==> src/rtl/bp_stream_io_master_pkg.sv <==
// Shared definitions for the host stream <-> BlackParrot I/O bridge: memory message
// layout, message types and the stream packet op-word encoding used in both directions.
package bp_stream_io_master_pkg;

    localparam int paddr_width_p        = 40;
    localparam int dword_width_p        = 64;
    localparam int stream_word_width_lp = dword_width_p / 2;

    typedef enum logic [3:0] {
        e_cce_mem_rd    = 4'd0,
        e_cce_mem_wr    = 4'd1,
        e_cce_mem_uc_rd = 4'd2,
        e_cce_mem_uc_wr = 4'd3,
        e_cce_mem_pre   = 4'd4
    } bp_cce_mem_msg_type_e;

    typedef struct packed {
        bp_cce_mem_msg_type_e        msg_type;
        logic [3:0]                  subop;
        logic [paddr_width_p-1:0]    addr;
        logic [2:0]                  size;
        logic [15:0]                 payload;
    } bp_cce_mem_msg_header_s;

    typedef struct packed {
        bp_cce_mem_msg_header_s      header;
        logic [dword_width_p-1:0]    data;
    } bp_cce_mem_msg_s;

    localparam int cce_mem_msg_width_lp = $bits(bp_cce_mem_msg_s);

    // Op word: [0] write, [2:1] log2 of access size in bytes, upper bits ignored
    localparam int stream_op_write_bit_lp = 0;
    localparam int stream_op_size_lsb_lp  = 1;

    typedef enum logic [1:0] {
        e_stream_size_1b = 2'd0,
        e_stream_size_2b = 2'd1,
        e_stream_size_4b = 2'd2,
        e_stream_size_8b = 2'd3
    } bp_stream_size_e;

    localparam int stream_rd_words_lp    = 2;
    localparam int stream_wr_words_lp    = 3;
    localparam int stream_wr8_words_lp   = 4;

    function automatic int stream_pkt_words(input logic write, input logic [1:0] size);
        if (!write)                   return stream_rd_words_lp;
        else if (size == e_stream_size_8b) return stream_wr8_words_lp;
        else                          return stream_wr_words_lp;
    endfunction

    // Only the 8-byte write carries a high data word; narrower writes keep it zero.
    function automatic bp_cce_mem_msg_s stream_pkt_to_cmd(
        input logic                            write,
        input logic [1:0]                      size,
        input logic [stream_word_width_lp-1:0] addr,
        input logic [stream_word_width_lp-1:0] data_lo,
        input logic [stream_word_width_lp-1:0] data_hi
    );
        bp_cce_mem_msg_s msg;
        msg                 = '0;
        msg.header.msg_type = write ? e_cce_mem_uc_wr : e_cce_mem_uc_rd;
        msg.header.addr     = {{(paddr_width_p-stream_word_width_lp){1'b0}}, addr};
        msg.header.size     = {1'b0, size};
        if (write) begin
            msg.data[stream_word_width_lp-1:0] = data_lo;
            if (size == e_stream_size_8b)
                msg.data[dword_width_p-1:stream_word_width_lp] = data_hi;
        end
        return msg;
    endfunction

endpackage

==> src/rtl/bp_stream_io_master_piso.sv <==
// Two-word parallel-in/serial-out buffer: accepts a double word, emits low word then high word.
module bp_stream_piso_async #(
    parameter int width_p = 32
) (
    input  logic                 clk_i,
    input  logic                 reset_n_i,
    input  logic                 v_i,
    input  logic [2*width_p-1:0] data_i,
    output logic                 ready_o,
    output logic                 v_o,
    output logic [width_p-1:0]   data_o,
    input  logic                 yumi_i
);

    logic [1:0]           words_left_r;
    logic [2*width_p-1:0] data_r;
    logic                 load;

    // Refill in the same cycle the last word leaves so back-to-back loads have no bubble
    assign ready_o = (words_left_r == 2'd0) | ((words_left_r == 2'd1) & yumi_i);
    assign load    = v_i & ready_o;
    assign v_o     = (words_left_r != 2'd0);
    assign data_o  = (words_left_r == 2'd2) ? data_r[width_p-1:0]
                                            : data_r[2*width_p-1:width_p];

    always_ff @(posedge clk_i or negedge reset_n_i) begin
        if (!reset_n_i) begin
            words_left_r <= 2'd0;
        end else if (load) begin
            words_left_r <= 2'd2;
        end else if (yumi_i & v_o) begin
            words_left_r <= words_left_r - 2'd1;
        end
    end

    always_ff @(posedge clk_i) begin
        if (load)
            data_r <= data_i;
    end

endmodule

==> src/rtl/bp_stream_io_master.sv <==
// Host-to-BlackParrot stream bridge: turns inbound stream packets into uncached I/O
// commands and serializes read-response data back onto the outbound stream.
module bp_stream_io_master
    import bp_stream_io_master_pkg::*;
#(
    parameter int stream_data_width_p = 32,
    parameter int max_outstanding_p   = 4
) (
    input  logic                            clk_i,
    input  logic                            reset_n_i,

    input  logic                            stream_v_i,
    input  logic [stream_data_width_p-1:0]  stream_data_i,
    output logic                            stream_ready_o,

    output logic [cce_mem_msg_width_lp-1:0] io_cmd_o,
    output logic                            io_cmd_v_o,
    input  logic                            io_cmd_ready_i,

    input  logic [cce_mem_msg_width_lp-1:0] io_resp_i,
    input  logic                            io_resp_v_i,
    output logic                            io_resp_yumi_o,

    output logic                            stream_v_o,
    output logic [stream_data_width_p-1:0]  stream_data_o,
    input  logic                            stream_yumi_i
);

    localparam int cnt_width_lp = $clog2(max_outstanding_p + 1);
    localparam logic [cnt_width_lp-1:0] max_outstanding_lp = cnt_width_lp'(max_outstanding_p);

    localparam logic [2:0] e_op      = 3'd0;
    localparam logic [2:0] e_addr    = 3'd1;
    localparam logic [2:0] e_data_lo = 3'd2;
    localparam logic [2:0] e_data_hi = 3'd3;
    localparam logic [2:0] e_send    = 3'd4;

    logic [2:0]                     state_r;
    logic                           op_write_r;
    logic [1:0]                     op_size_r;
    logic [stream_data_width_p-1:0] addr_r;
    logic [stream_data_width_p-1:0] data_lo_r;
    bp_cce_mem_msg_s                cmd_r;
    logic [cnt_width_lp-1:0]        outstanding_r;

    logic in_hs;
    logic cmd_hs;
    logic resp_dec;

    // Ready is forced low while reset is held even though the FSM already sits in e_op
    assign stream_ready_o = reset_n_i & (state_r != e_send);
    assign in_hs          = stream_v_i & stream_ready_o;

    assign io_cmd_v_o = (state_r == e_send) & (outstanding_r < max_outstanding_lp);
    assign io_cmd_o   = cmd_r;
    assign cmd_hs     = io_cmd_v_o & io_cmd_ready_i;

    always_ff @(posedge clk_i or negedge reset_n_i) begin
        if (!reset_n_i) begin
            state_r    <= e_op;
            op_write_r <= 1'b0;
            op_size_r  <= 2'd0;
        end else begin
            case (state_r)
                e_op: if (in_hs) begin
                    op_write_r <= stream_data_i[stream_op_write_bit_lp];
                    op_size_r  <= stream_data_i[stream_op_size_lsb_lp +: 2];
                    state_r    <= e_addr;
                end
                e_addr: if (in_hs) begin
                    state_r <= op_write_r ? e_data_lo : e_send;
                end
                e_data_lo: if (in_hs) begin
                    state_r <= (op_size_r == e_stream_size_8b) ? e_data_hi : e_send;
                end
                e_data_hi: if (in_hs) begin
                    state_r <= e_send;
                end
                e_send: if (cmd_hs) begin
                    state_r <= e_op;
                end
                default: state_r <= e_op;
            endcase
        end
    end

    always_ff @(posedge clk_i) begin
        if (in_hs && state_r == e_addr)
            addr_r <= stream_data_i;
        if (in_hs && state_r == e_data_lo)
            data_lo_r <= stream_data_i;
    end

    // Command is rebuilt on every body word; the last one before e_send is the one held stable
    always_ff @(posedge clk_i or negedge reset_n_i) begin
        if (!reset_n_i) begin
            cmd_r <= '0;
        end else if (in_hs) begin
            case (state_r)
                e_addr:    cmd_r <= stream_pkt_to_cmd(op_write_r, op_size_r, stream_data_i, '0, '0);
                e_data_lo: cmd_r <= stream_pkt_to_cmd(op_write_r, op_size_r, addr_r, stream_data_i, '0);
                e_data_hi: cmd_r <= stream_pkt_to_cmd(op_write_r, op_size_r, addr_r, data_lo_r, stream_data_i);
                default:   cmd_r <= cmd_r;
            endcase
        end
    end

    bp_cce_mem_msg_s resp_cast;
    logic            resp_is_wr;
    logic            piso_ready;
    logic            unused_resp_hdr;

    assign resp_cast       = io_resp_i;
    assign resp_is_wr      = (resp_cast.header.msg_type == e_cce_mem_uc_wr);
    assign unused_resp_hdr = ^{resp_cast.header.subop, resp_cast.header.addr,
                               resp_cast.header.size, resp_cast.header.payload};

    // Write acks never touch the serializer; everything else is treated as read data
    assign io_resp_yumi_o = reset_n_i & io_resp_v_i & (resp_is_wr | piso_ready);

    // A response arriving with nothing outstanding is a protocol error; hold the count at zero
    assign resp_dec = io_resp_yumi_o & (outstanding_r != '0);

    always_ff @(posedge clk_i or negedge reset_n_i) begin
        if (!reset_n_i) begin
            outstanding_r <= '0;
        end else if (cmd_hs & ~resp_dec) begin
            outstanding_r <= outstanding_r + cnt_width_lp'(1);
        end else if (~cmd_hs & resp_dec) begin
            outstanding_r <= outstanding_r - cnt_width_lp'(1);
        end
    end

    bp_stream_piso_async #(
        .width_p (stream_data_width_p)
    ) resp_piso (
        .clk_i     (clk_i),
        .reset_n_i (reset_n_i),
        .v_i       (reset_n_i & io_resp_v_i & ~resp_is_wr),
        .data_i    (resp_cast.data),
        .ready_o   (piso_ready),
        .v_o       (stream_v_o),
        .data_o    (stream_data_o),
        .yumi_i    (stream_yumi_i)
    );

endmodule

==> config.mk <==
export PLATFORM = sky130hd
export DESIGN_NAME = bp_stream_io_master
export DESIGN_NICKNAME = d
export VERILOG_FILES = /design/src/rtl/bp_stream_io_master_pkg.sv /design/src/rtl/bp_stream_io_master_piso.sv /design/src/rtl/bp_stream_io_master.sv
export SDC_FILE = /design/constraint.sdc
export NUM_CORES = 1
export LEC_CHECK = 0
export CAP_MARGIN = 20
export CORE_UTILIZATION = 30
export CTS_CLUSTER_DIAMETER = 150
export DETAILED_ROUTE_END_ITERATION = 8
export PLACE_DENSITY_LB_ADDON = 0.15
export SETUP_SLACK_MARGIN = 0.5
export SYNTH_ARGS = -nofsm -noshare
export SYNTH_HDL_FRONTEND = slang
export SYNTH_SLANG_ARGS = --single-unit
==> constraint.sdc <==
create_clock -name clk_i -period 8.81 [get_ports clk_i]
set_input_delay 1.3215 -clock clk_i [delete_from_list [all_inputs] [get_ports clk_i]]
set_output_delay 1.3215 -clock clk_i [all_outputs]
set_load 0.01 [all_outputs]
==> images/gate_families.png <==
Drawn at 2 px/um.
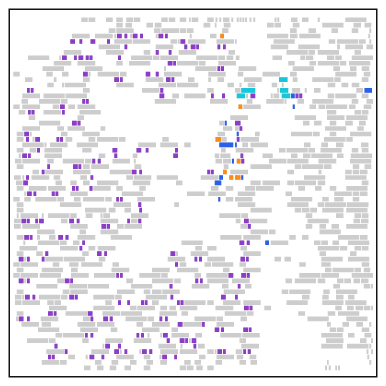
| family | color | cells |
|---|---|---|
| inverting AOI/OAI gates | purple | 200 |
| AND and OR gates | orange | 7 |
| NAND gates | blue | 13 |
| adder and majority cells | cyan | 5 |

==> qor.csv <==
metric;value;unit
fin_setup_tns;0;ns
startpoint_type;input port;
fin_area;0.0135;mm^2
lay_top_count;clkdlybuf4s50_1;
required;7.49;ns
hold_start;io_cmd_o[128];
crit_start;reset_n_i;
final.min_clock_period;4.20;ns
worst-path-buf-inv;2;
avgSynthCellArea;14.0;um^2
post-place-ws;4.56;ns
period_used_share;0.477;
drv_slew;0;
ys_ff;239;
die_area;0.0335;mm^2
drt_pass1_iterations;6;
openroad.warnings;91;
setup_ws;4.61;ns
relSlewSlack;0.292;
grt-ovfl-total;0;
min_path_type;reg2reg;
drt_iter0_drc;354;
synth_area;0.00983;mm^2
rr_endpoint;outstanding_r[2];
fp_util;0.308;
syn_to_final_growth;37.4;%
grtUsageTotal;0.153;
synthCells;702;
synthMuxAreaShare;0.111;
leakage;5.14;nW
worstHoldEndpoint;io_cmd_o[128];
grt_pass1_wl;39900;um
nFillCells;2965;
crit_family;buffers and inverters;
status;finished, final reports clean;
top_layer_used;met4;
path_class;in2out;
antenna_found_initial;0;
vias_per_cell;4.64;
ys_cells;702;
cts.root.buffer_cell;clkbuf_16;
holdBufCountCts;0;
core-area;0.0319;mm^2
cpPeakStageDelay;0.61;ns
r2r_slack;5.69;ns
wl_met1;12200;um
rsz0062_at_grt;no;
synth-edff-count;128;
yosys.area_share.simple;0.0195;
wl_met3;2370;um
fmax;0.238;GHz
drive_above_1_share;0.113;
finalWirelength;26200;um
ys_warn_count;0;
power_density;297;mW/mm^2
top_area_frac;0.391;
wl_met2;11200;um
synthTopCellsByCount;128 x edfxtp_1, 117 x o21ai_0, 111 x dfrtp_1;
fp.dieH;183;um
end_kind;output port;
fin_util;0.424;
cts_buffer_depth;3;
yosysTopAreaCell;edfxtp_1;
gp_congestion;0.679;
first_global_vias;6376;
htree_num_levels;1;
==> images/final_clocks.png <==
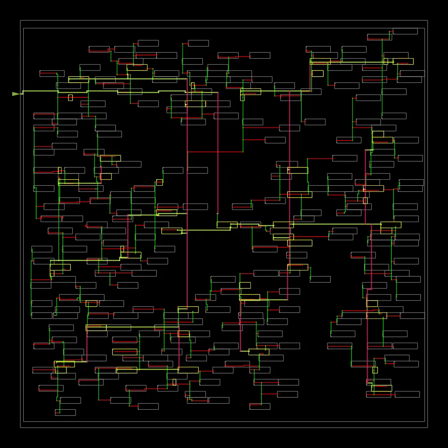
flop count: 239
# clock sinks: 239
Clock Skews: 0.0176 ns

-- how the worst max path moves through the flow --
stage                     endpoint  cells after the start
2_1_floorplan  resp_piso.data_r[0]                      2
3_3_place_gp        io_resp_yumi_o                      4
6_report            io_resp_yumi_o                      4
5_1_grt             io_resp_yumi_o                      4
4_1_cts             io_resp_yumi_o                      4
3_5_place_dp        io_resp_yumi_o                      4
-- per-layer routing --
layer / track usage / vias up
met4: 0.0303 / 0
met2: 0.228 / 224
met1: 0.216 / 3197
li1: - / 2988
met5: 0 / -
met3: 0.0530 / 31
-- state kept, by name, summed over array words and instances, names as in the netlist --
name                    flops
data_lo_r                  32
outstanding_r               3
resp_piso.data_r           64
resp_piso.words_left_r      2
state_r                     3
io_cmd_o                  100
addr_r                     32
op_write_r                  1
op_size_r                   2
-- layout make-up --
cell class | instances | area [um^2] | share of cell area
Sequential cell | 239 | 6620 | 0.490
Tap cell | 435 | 544 | 0.0403
Clock inverter | 12 | 136 | 0.0101
Clock buffer | 40 | 857 | 0.0634
Multi-Input combinational cell | 376 | 2720 | 0.202
Timing Repair Buffer | 252 | 2500 | 0.185
Inverter | 35 | 131 | 0.00972
-- power by group --
group          switching [mW]  leakage, nW  total (mW)  internal (mW)
sequential              0.105         2.63        1.50           1.40
clock                   0.463        0.494        1.22          0.760
combinational           0.679         2.01        1.28          0.605
-- through the flow --
| step | power, mW | hold slack [ns] |
|---|---|---|
| CTS | 4.07 | 0.485 |
| detailed placement | 2.83 | 0.470 |
| global placement | 2.83 | 0.457 |
| finish | 4.01 | 0.475 |
| floorplan | 2.21 | 0.486 |
| global route | 4.23 | 0.526 |
No activity file was given, so power comes from the tool's default toggle rates.
